==> src/rtl/bht_update_ctrl.sv <==
// Single-port BHT SRAM access controller: prediction reads, buffered retire-time
// saturating read-modify-write updates, and a write-only init sweep.
module bht_update_ctrl #(
  parameter int BHT_ENTRIES  = 512,
  parameter int IDX_W        = $clog2(BHT_ENTRIES),
  parameter int FIFO_DEPTH   = 4,
  parameter int STARVE_LIMIT = 8
) (
  input  logic             clk_i,
  input  logic             rst_i,
  input  logic             flush_req_i,
  input  logic             upd0_valid_i,
  input  logic [IDX_W-1:0] upd0_idx_i,
  input  logic             upd0_taken_i,
  output logic             upd0_ready_o,
  input  logic             upd1_valid_i,
  input  logic [IDX_W-1:0] upd1_idx_i,
  input  logic             upd1_taken_i,
  output logic             upd1_ready_o,
  input  logic             pred_req_i,
  input  logic [IDX_W-1:0] pred_idx_i,
  output logic             pred_gnt_o,
  output logic             mem_req_o,
  output logic             mem_we_o,
  output logic [IDX_W-1:0] mem_addr_o,
  output logic [1:0]       mem_wdata_o,
  input  logic [1:0]       mem_rdata_i,
  output logic             init_done_o
);

  // state | meaning
  // INIT  | sweeping every entry to 2'b01, one write per cycle
  // IDLE  | no update in progress
  // RD    | waiting to issue the read of the FIFO head
  // CAP   | read data returning; capture counter, port free
  // WR    | waiting to issue the saturated counter write
  typedef enum logic [2:0] {S_INIT, S_IDLE, S_RD, S_CAP, S_WR} state_e;

  localparam int PTR_W = $clog2(FIFO_DEPTH);
  localparam int CNT_W = PTR_W + 1;
  localparam int STV_W = $clog2(STARVE_LIMIT + 1);

  state_e             state_q, state_d;
  logic [IDX_W-1:0]   sweep_q, sweep_d;
  logic [STV_W-1:0]   starve_q, starve_d;
  logic [PTR_W-1:0]   rd_ptr_q, wr_ptr_q;
  logic [CNT_W-1:0]   count_q, count_d, free;
  logic [IDX_W-1:0]   fifo_idx_q [FIFO_DEPTH];
  logic               fifo_tkn_q [FIFO_DEPTH];
  logic [IDX_W-1:0]   op_idx_q;
  logic               op_tkn_q;
  logic [1:0]         ctr_q, ctr_new;

  logic active, need_port, preempt, upd_gnt, pop, push0, push1;

  assign active    = !rst_i && (state_q != S_INIT);
  assign free      = CNT_W'(FIFO_DEPTH) - count_q;
  assign upd0_ready_o = active && !flush_req_i && (free >= CNT_W'(1));
  assign upd1_ready_o = active && !flush_req_i && (free >= CNT_W'(2));
  assign push0     = upd0_valid_i && upd0_ready_o;
  assign push1     = upd1_valid_i && upd1_ready_o;

  // Updates yield to prediction until they have been blocked STARVE_LIMIT times.
  assign need_port = active && !flush_req_i && ((state_q == S_RD) || (state_q == S_WR));
  assign preempt   = (starve_q == STV_W'(STARVE_LIMIT));
  assign upd_gnt   = need_port && (!pred_req_i || preempt);
  assign pred_gnt_o = active && pred_req_i && !(need_port && preempt);
  assign pop       = upd_gnt && (state_q == S_RD);
  assign init_done_o = active;

  always_comb begin
    if (op_tkn_q) ctr_new = (ctr_q == 2'b11) ? 2'b11 : ctr_q + 2'b01;
    else          ctr_new = (ctr_q == 2'b00) ? 2'b00 : ctr_q - 2'b01;
  end

  always_comb begin
    state_d     = state_q;
    sweep_d     = sweep_q;
    starve_d    = starve_q;
    count_d     = count_q + CNT_W'(push0) + CNT_W'(push1) - CNT_W'(pop);
    mem_req_o   = 1'b0;
    mem_we_o    = 1'b0;
    mem_addr_o  = '0;
    mem_wdata_o = 2'b00;

    if (!rst_i && state_q == S_INIT) begin
      mem_req_o   = 1'b1;
      mem_we_o    = 1'b1;
      mem_addr_o  = sweep_q;
      mem_wdata_o = 2'b01;
    end else if (upd_gnt) begin
      mem_req_o   = 1'b1;
      mem_we_o    = (state_q == S_WR);
      mem_addr_o  = (state_q == S_RD) ? fifo_idx_q[rd_ptr_q] : op_idx_q;
      mem_wdata_o = (state_q == S_WR) ? ctr_new : 2'b00;
    end else if (pred_gnt_o) begin
      mem_req_o   = 1'b1;
      mem_addr_o  = pred_idx_i;
    end

    if (need_port) begin
      if (upd_gnt) starve_d = '0;
      else if (!preempt) starve_d = starve_q + STV_W'(1);
    end

    case (state_q)
      S_INIT: begin
        sweep_d = sweep_q + IDX_W'(1);
        if (sweep_q == IDX_W'(BHT_ENTRIES - 1)) state_d = S_IDLE;
      end
      S_IDLE: if (count_q != '0) state_d = S_RD;
      S_RD:   if (pop) state_d = S_CAP;
      S_CAP:  state_d = S_WR;
      S_WR:   if (upd_gnt) state_d = (count_d != '0) ? S_RD : S_IDLE;
      default: state_d = S_INIT;
    endcase

    if (flush_req_i) begin
      state_d = S_INIT;
      sweep_d = '0;
    end
  end

  always_ff @(posedge clk_i) begin
    if (rst_i) begin
      state_q  <= S_INIT;
      sweep_q  <= '0;
      starve_q <= '0;
      rd_ptr_q <= '0;
      wr_ptr_q <= '0;
      count_q  <= '0;
    end else begin
      state_q  <= state_d;
      sweep_q  <= sweep_d;
      starve_q <= starve_d;
      if (flush_req_i) begin
        rd_ptr_q <= '0;
        wr_ptr_q <= '0;
        count_q  <= '0;
      end else begin
        rd_ptr_q <= rd_ptr_q + PTR_W'(pop);
        wr_ptr_q <= wr_ptr_q + PTR_W'(push0) + PTR_W'(push1);
        count_q  <= count_d;
      end
    end
  end

  // Datapath storage; validity is tracked entirely by the control registers above.
  always_ff @(posedge clk_i) begin
    if (push0) begin
      fifo_idx_q[wr_ptr_q] <= upd0_idx_i;
      fifo_tkn_q[wr_ptr_q] <= upd0_taken_i;
    end
    if (push1) begin
      fifo_idx_q[wr_ptr_q + PTR_W'(push0)] <= upd1_idx_i;
      fifo_tkn_q[wr_ptr_q + PTR_W'(push0)] <= upd1_taken_i;
    end
    if (pop) begin
      op_idx_q <= fifo_idx_q[rd_ptr_q];
      op_tkn_q <= fifo_tkn_q[rd_ptr_q];
    end
    if (state_q == S_CAP) ctr_q <= mem_rdata_i;
  end

endmodule

==> config.mk <==
export PLATFORM = sky130hd
export DESIGN_NAME = bht_update_ctrl
export DESIGN_NICKNAME = d
export VERILOG_FILES = /design/src/rtl/bht_update_ctrl.sv
export SDC_FILE = /design/constraint.sdc
export NUM_CORES = 1
export LEC_CHECK = 0
export CORE_MARGIN = 2
export CORE_UTILIZATION = 50
export DETAILED_ROUTE_END_ITERATION = 8
export GPL_TIMING_DRIVEN = 0
export PLACE_DENSITY = 0.82
export SETUP_SLACK_MARGIN = 0.4
export SYNTH_ARGS = -nofsm -noshare
export SYNTH_HDL_FRONTEND = slang
export SYNTH_SLANG_ARGS = --single-unit
==> constraint.sdc <==
create_clock -name clk_i -period 4.9 [get_ports clk_i]
set_input_delay 0.98 -clock clk_i [delete_from_list [all_inputs] [get_ports clk_i]]
set_output_delay 0.98 -clock clk_i [all_outputs]
set_load 0.02 [all_outputs]
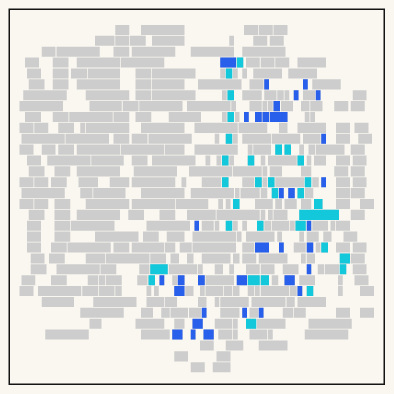
Run 1: logic cells by family
(4 px per um)
Cyan marks inverting AOI/OAI gates, cells 31. Blue marks NOR gates, cells 34.

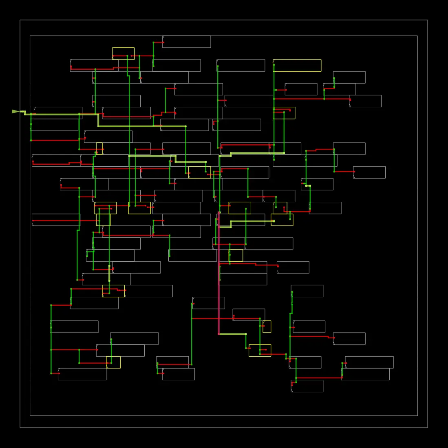
Run 1: the clock network
sequential cell count: 75
clock tree skew after final layout: 0.01694 ns
number of clock buffers in the layout: 9
Num CTS Buffers: 9
Skew-Pair Late Insertion Delay: 0.36 ns

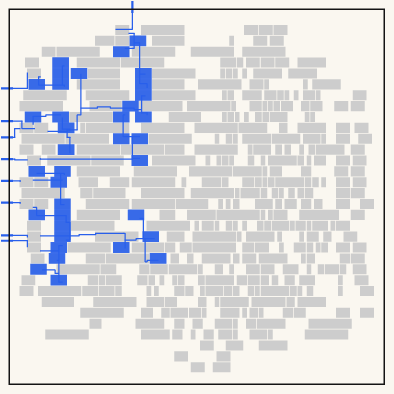
Run 1: nets reached from selected ports
(4 px per um)
Blue marks upd1_idx_i, bits 9, direction input, edge 8 left, 1 top, end cells 36, buffers 9, wire 304 um.

[run 1: layout by cell type (no fill, tap or decap), types with 2 or more instances in the layout]
cell type and count:
sky130_fd_sc_hd__nand3_1 9, sky130_fd_sc_hd__buf_2 5, sky130_fd_sc_hd__buf_4 6, sky130_fd_sc_hd__inv_6 2, sky130_fd_sc_hd__mux2_2 39, sky130_fd_sc_hd__and3b_1 2, sky130_fd_sc_hd__or3_1 2, sky130_fd_sc_hd__o21ai_0 5
sky130_fd_sc_hd__clkbuf_1 7, sky130_fd_sc_hd__nor3b_1 6, sky130_fd_sc_hd__xnor2_1 6, sky130_fd_sc_hd__and2_1 4, sky130_fd_sc_hd__a31oi_1 2, sky130_fd_sc_hd__nand2b_1 2, sky130_fd_sc_hd__clkdlybuf4s50_1 53, sky130_fd_sc_hd__fa_1 2
sky130_fd_sc_hd__nor2_1 18, sky130_fd_sc_hd__or4b_2 2, sky130_fd_sc_hd__ha_1 12, sky130_fd_sc_hd__mux4_2 10, sky130_fd_sc_hd__a21oi_1 17, sky130_fd_sc_hd__clkbuf_8 9, sky130_fd_sc_hd__nor3_1 7, sky130_fd_sc_hd__clkinv_4 2
sky130_fd_sc_hd__buf_6 4, sky130_fd_sc_hd__a221o_1 9, sky130_fd_sc_hd__edfxtp_1 52, sky130_fd_sc_hd__nand4_1 3, sky130_fd_sc_hd__xor2_1 4, sky130_fd_sc_hd__dfxtp_1 23, sky130_fd_sc_hd__inv_1 11, sky130_fd_sc_hd__nand2_1 34
[run 1: power by group]
group          leakage, uW  internal (uW)  total, uW  switching (uW)
logic             0.000982           44.4       73.8            29.5
registers         0.000653            674        675           0.947
clock network     0.000102            238        483             245
[run 1: final cells by class]
cell class	count	area share (%)
Sequential cell	75	41.32
Clock inverter	7	1.509
Multi-Input combinational cell	219	37.38
Timing Repair Buffer	57	11.45
Tap cell	102	2.608
Inverter	11	0.8438
Clock buffer	9	2.531
Buffer	19	2.352
[run 1: per-stage QoR]
step	util (%)	setup WS [ns]	power, uW	hold WS (ns)
6_report	63.33	0.6351	1233	0.4917
5_1_grt	63.33	0.4420	1265	0.5101
4_1_cts	63.07	0.5545	1238	0.4959
3_5_place_dp	60.48	-0.005283	763.4	0.4847
3_3_place_gp	60.22	0.1037	761.3	0.4763
2_1_floorplan	-	0.9980	718.2	0.4535
[run 1: worst max path at each step]
stage                          to  slack (ns)       start
global route        mem_addr_o[0]        0.44  pred_req_i
detailed placement     state_q[0]      -0.005       rst_i
finish              mem_addr_o[0]        0.64  pred_req_i
floorplan              state_q[0]         1.0       rst_i
CTS                 mem_addr_o[8]        0.55       rst_i
global placement       state_q[0]        0.10       rst_i
[run 1: what timing repair did]
| item | CTS | global route |
|---|---|---|
| buffers inserted | 0 | 2 |
| gates resized | 1 | 1 |
| setup endpoints to repair | 1 | 2 |
| gates cloned | 0 | 0 |
| pin swaps | 0 | 1 |
[run 1: routing by layer]
layer | track usage (%) | share of wire [%] | up-vias | wire length, um
li1 | - | - | 1351 | -
met1 | 26.26 | 43 | 1329 | 3634
met2 | 35.25 | 50 | 110 | 4184
met3 | 4.351 | 6.6 | 5 | 552
met4 | 7.108 | 0.52 | 0 | 44
met5 | 0 | 0 | - | 0
==> deck_impl_summary.md, run 1 <==
Implementation Results

Run status
  – Outcome: finished, final reports clean

Synth
  – Main flop type: sky130_fd_sc_hd__edfxtp_1
  – Synth cell count leaders: sky130_fd_sc_hd__edfxtp_1 (52), sky130_fd_sc_hd__mux2_2 (39), sky130_fd_sc_hd__nand2_1 (34)
  – Yosys top cell by area: sky130_fd_sc_hd__edfxtp_1
  – Yosys adder share: around 5%
  – Mux share of post-synthesis cell area: 17.16%
  – Yosys reg bits: 75
  – Post-Syn Instances: approximately 320
  – Number of flops mapped to enable cells by yosys: approximately 52
  – Chip Area, Yosys: roughly 4000 um2
  – Cell count in the Yosys report: 324
  – Synth Area in Simple Gates: 12.50%
  – Top-area cell share: 39.09%
  – Dominant combinational family: multiplexers
  – AO/OA Area Share: 8.018%
  – Asr flop ratio synth: 0%
  – Share of synthesized area occupied by flip-flops and latches: 50.61%
  – Number of unique standard cell types used by synthesis: 50
  – XOR-XNOR Cells, Area Fraction: 2.787%
  – Ranking of synthesized cells by area: sky130_fd_sc_hd__edfxtp_1 (39%), sky130_fd_sc_hd__dfxtp_1 (12%), sky130_fd_sc_hd__mux2_2 (11%), sky130_fd_sc_hd__mux4_2 (5.6%), sky130_fd_sc_hd__ha_1 (3.8%)

Place
  – Final HPWL from detailed placement: approximately 6000 um
  – Cells after DPL: roughly 480

Worst hold path
  – Worst hold path cell count: 2
  – Min-delay src: starve_q[1]
  – Worst-case hold path end point: starve_q[1]

Flow run
  – Number of warnings in the stage logs: 29

Final timing
  – Final hold violations: 0
  – Final setup violating endpoints: 0
  – Relative max-transition margin: 37.05%
  – Achievable frequency: 0.2345 GHz
  – Portion of the clock cycle consumed by the worst path in the final layout: roughly 87%
  – Unrepaired setup endpoints after global routing: false

Die
  – DIE WIDTH: 93.39 um
  – Num rows: 32
  – Die Outline Area: 8721 um2
  – Floorplan die height: ~93 um

Setup path
  – Arrival time at the worst endpoint: 3.28 ns
  – Worst flop-to-flop path startpoint: count_q[0]
  – Startpoint type of the worst setup path: input port
  – Cell type of the slowest stage on the worst timing path: sky130_fd_sc_hd__o211ai_1
  – Critical path's largest stage delay: 0.71 ns
  – Most Frequent Cell on Critical Path: sky130_fd_sc_hd__clkdlybuf4s50_1
  – Worst-case register-to-register setup slack: 0.94 ns
  – Combined buffer and inverter count along the critical path: 3
  – Worst reg2reg endpoint: fifo_idx_q[2][1]

Drt
  – Number of DRC violations after detailed-routing iteration 0: 106
  – DRC violation count after routing: 0
  – Final routed wirelength across all metal layers: 8415 um

Clock tree
  – Clock root buffer master: sky130_fd_sc_hd__clkbuf_8
  – H-tree levels: 3

Global routing
  – Number of antenna violations at the first check in global routing: 0
  – Via count of the first global-routing pass: 2802
  – Residual overflow from global routing: 0

Final layout
  – Layout cells sized above 1: between 20% and 30%
  – Summed area of non-filler cells in the final layout: between 4000 and 5000 um2
  – Regs by FF count: fifo_idx_q: 36 flops, op_idx_q: 9 flops, sweep_q: 9 flops
  – Number of diodes added for antenna fixing: 0
Run 1, cell area per tile:
(3 px per um) 9 x 9 tiles, from dark purple (low) to yellow (high), 0 to 100% covered.
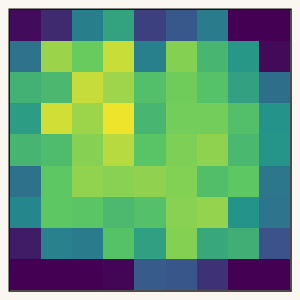

--- run 2 (diff from run 1) ---
- MAX_ROUTING_LAYER: not set -> met4
- SETUP_SLACK_MARGIN: 0.4 -> 0.15
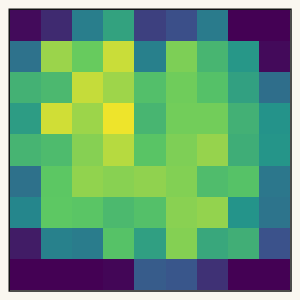
Run 2: cell area per tile
(3 px per um) 9 x 9 tiles, from dark purple (low) to yellow (high), 0 to 100% covered.
28% of the tiles are over 75% full. The fullest tile reaches 98%. The densest ninth of the die: center. The mean over all tiles is 54%.

==> run 2 against run 1 <==
Compared with the run above:
- die area did not move
- cell count fell by 0.40%
- routed wire length rose by 0.46%
- total power barely moved
- non-clock buffer count fell by 2
- first-iteration DRC count rose by 0.94%
- highest routed layer unchanged
==> deck_impl_summary.md, run 2 <==
Implementation Results

Run status
  – Outcome: finished, final reports clean

Clock tree
  – Num CTS Buffers: 9 (unchanged)

Synth
  – Asr flop ratio synth: 0% (unchanged)
  – Number of unique standard cell types used by synthesis: 50 (unchanged)
  – Number of flops mapped to enable cells by yosys: 52 (unchanged)
  – Share of synthesized area occupied by flip-flops and latches: 50.61% (unchanged)
  – XOR-XNOR Cells, Area Fraction: 2.787% (unchanged)
  – Chip Area, Yosys: 3995 um2 (unchanged)
  – Main flop type: sky130_fd_sc_hd__edfxtp_1
  – Yosys adder share: 5.011% (unchanged)
  – Post-Syn Instances: 324 (unchanged)
  – Dominant combinational family: multiplexers
  – Yosys top cell by area: sky130_fd_sc_hd__edfxtp_1

Power
  – Power consumption: 1232 uW (about the same)
  – Portion of total power attributed to combinational logic: 6.0% (about the same)
  – Switching power: 275.5 uW (-0.14%)
  – Sequential Power Share: 54.8% (about the same)
  – Proportion of total power due to net switching: 22.36% (-0.023 points)

Final timing
  – Final hold violations: 0 (unchanged)
  – Relative max-transition margin: 37.36% (+0.31 points)

Final layout
  – Number of diodes added for antenna fixing: 0 (unchanged)
  – Summed area of non-filler cells in the final layout: 4873 um2 (-0.41%)
  – Regs by FF count: fifo_idx_q: 36 flops, op_idx_q: 9 flops, sweep_q: 9 flops

Die
  – Num rows: 32 (unchanged)
  – Die Outline Area: 8721 um2 (unchanged)

Global routing
  – Residual overflow from global routing: 0 (unchanged)
  – Via count of the first global-routing pass: 2794 (-0.29%)

Setup path
  – Arrival time at the worst endpoint: 3.36 ns (+0.08 ns)
  – Critical path's largest stage delay: 0.60 ns (-0.11 ns)
  – Worst flop-to-flop path startpoint: count_q[0]
  – Worst reg2reg endpoint: fifo_idx_q[2][1]

Worst hold path
  – Min-delay src: starve_q[1]
  – Worst hold path cell count: 2 (unchanged)

Drt
  – Number of DRC violations after detailed-routing iteration 0: 107 (+0.94%)
  – DRC violation count after routing: 0 (unchanged)
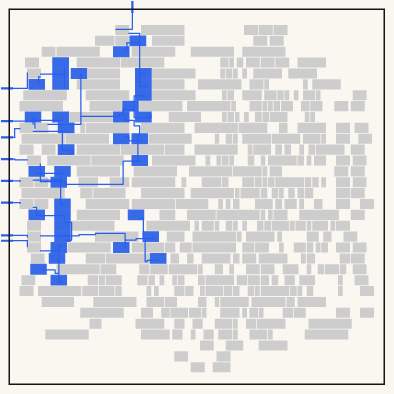
Run 2: nets reached from selected ports
(4 px per um)
Blue marks upd1_idx_i, bits 9, direction input, edge 8 left, 1 top, end cells 36, buffers 9, wire 333 um.

## run 2: cell counts after synthesis
No cell type changed its count.
## run 2: how the worst max path moves through the flow
| stage | endpoint | slack [ns] | cells after the start |
|---|---|---|---|
| 6_report | mem_addr_o[8] | 0.56 | 7 |
| 4_1_cts | state_q[0] | 0.37 | 12 |
| 3_5_place_dp | state_q[0] | -0.005 | 12 |
| 2_1_floorplan | state_q[0] | 1.0 | 11 |
| 5_1_grt | state_q[0] | 0.28 | 12 |
| 3_3_place_gp | state_q[0] | 0.10 | 12 |
## run 2: layout make-up
type,instances,share of cell area [%]
sequential,75,41.49
buffer,19,2.362
clock buffer,9,2.542
tap,102,2.619
clock inverter,7,1.515
multi-input combinational,219,37.43
inverter,11,0.8472
timing repair buffer,55,11.19
## run 2: cells by family after synthesis
kind of cell    Yosys count
buf+inv                  30
flops                    75
fa+ha+maj                15
compound gates           44
simple gates             98
xor+xnor                 11
mux                      51
## run 2: stage by stage
stage,std cells,utilization (%),worst slack [ns]
after floorplan,324,-,0.9980
after global placement,479,60.22,0.1037
after detailed placement,481,60.48,-0.005283
after CTS,497,63.03,0.3697
after global routing,497,63.07,0.2759
final,497,63.07,0.5561
## run 2: power groups by stage
stage / logic, uW / clock network [uW] / registers [uW]
floorplan: 28.4 / 0 / 690
global placement: 71.4 / 0 / 690
detailed placement: 73.5 / 0 / 690
CTS: 74.1 / 489 / 675
global route: 80.2 / 511 / 676
finish: 74.1 / 483 / 675
## run 2: critical path: cells and delay by family
kind | cells | cell delay [ns]
buf+inv | 3 | 1.24
compound gates | 2 | 0.87
simple gates | 2 | 0.26
## run 2: routing by layer
layer | track usage (%) | vias to the layer above | part of all wire, %
li1 | - | 1345 | -
met1 | 26.52 | 1354 | 45
met2 | 35.19 | 82 | 49
met3 | 3.787 | 11 | 4.4
met4 | 8.211 | 0 | 1.5
met5 | - | - | 0
Power and IR drop assume default switching activity.
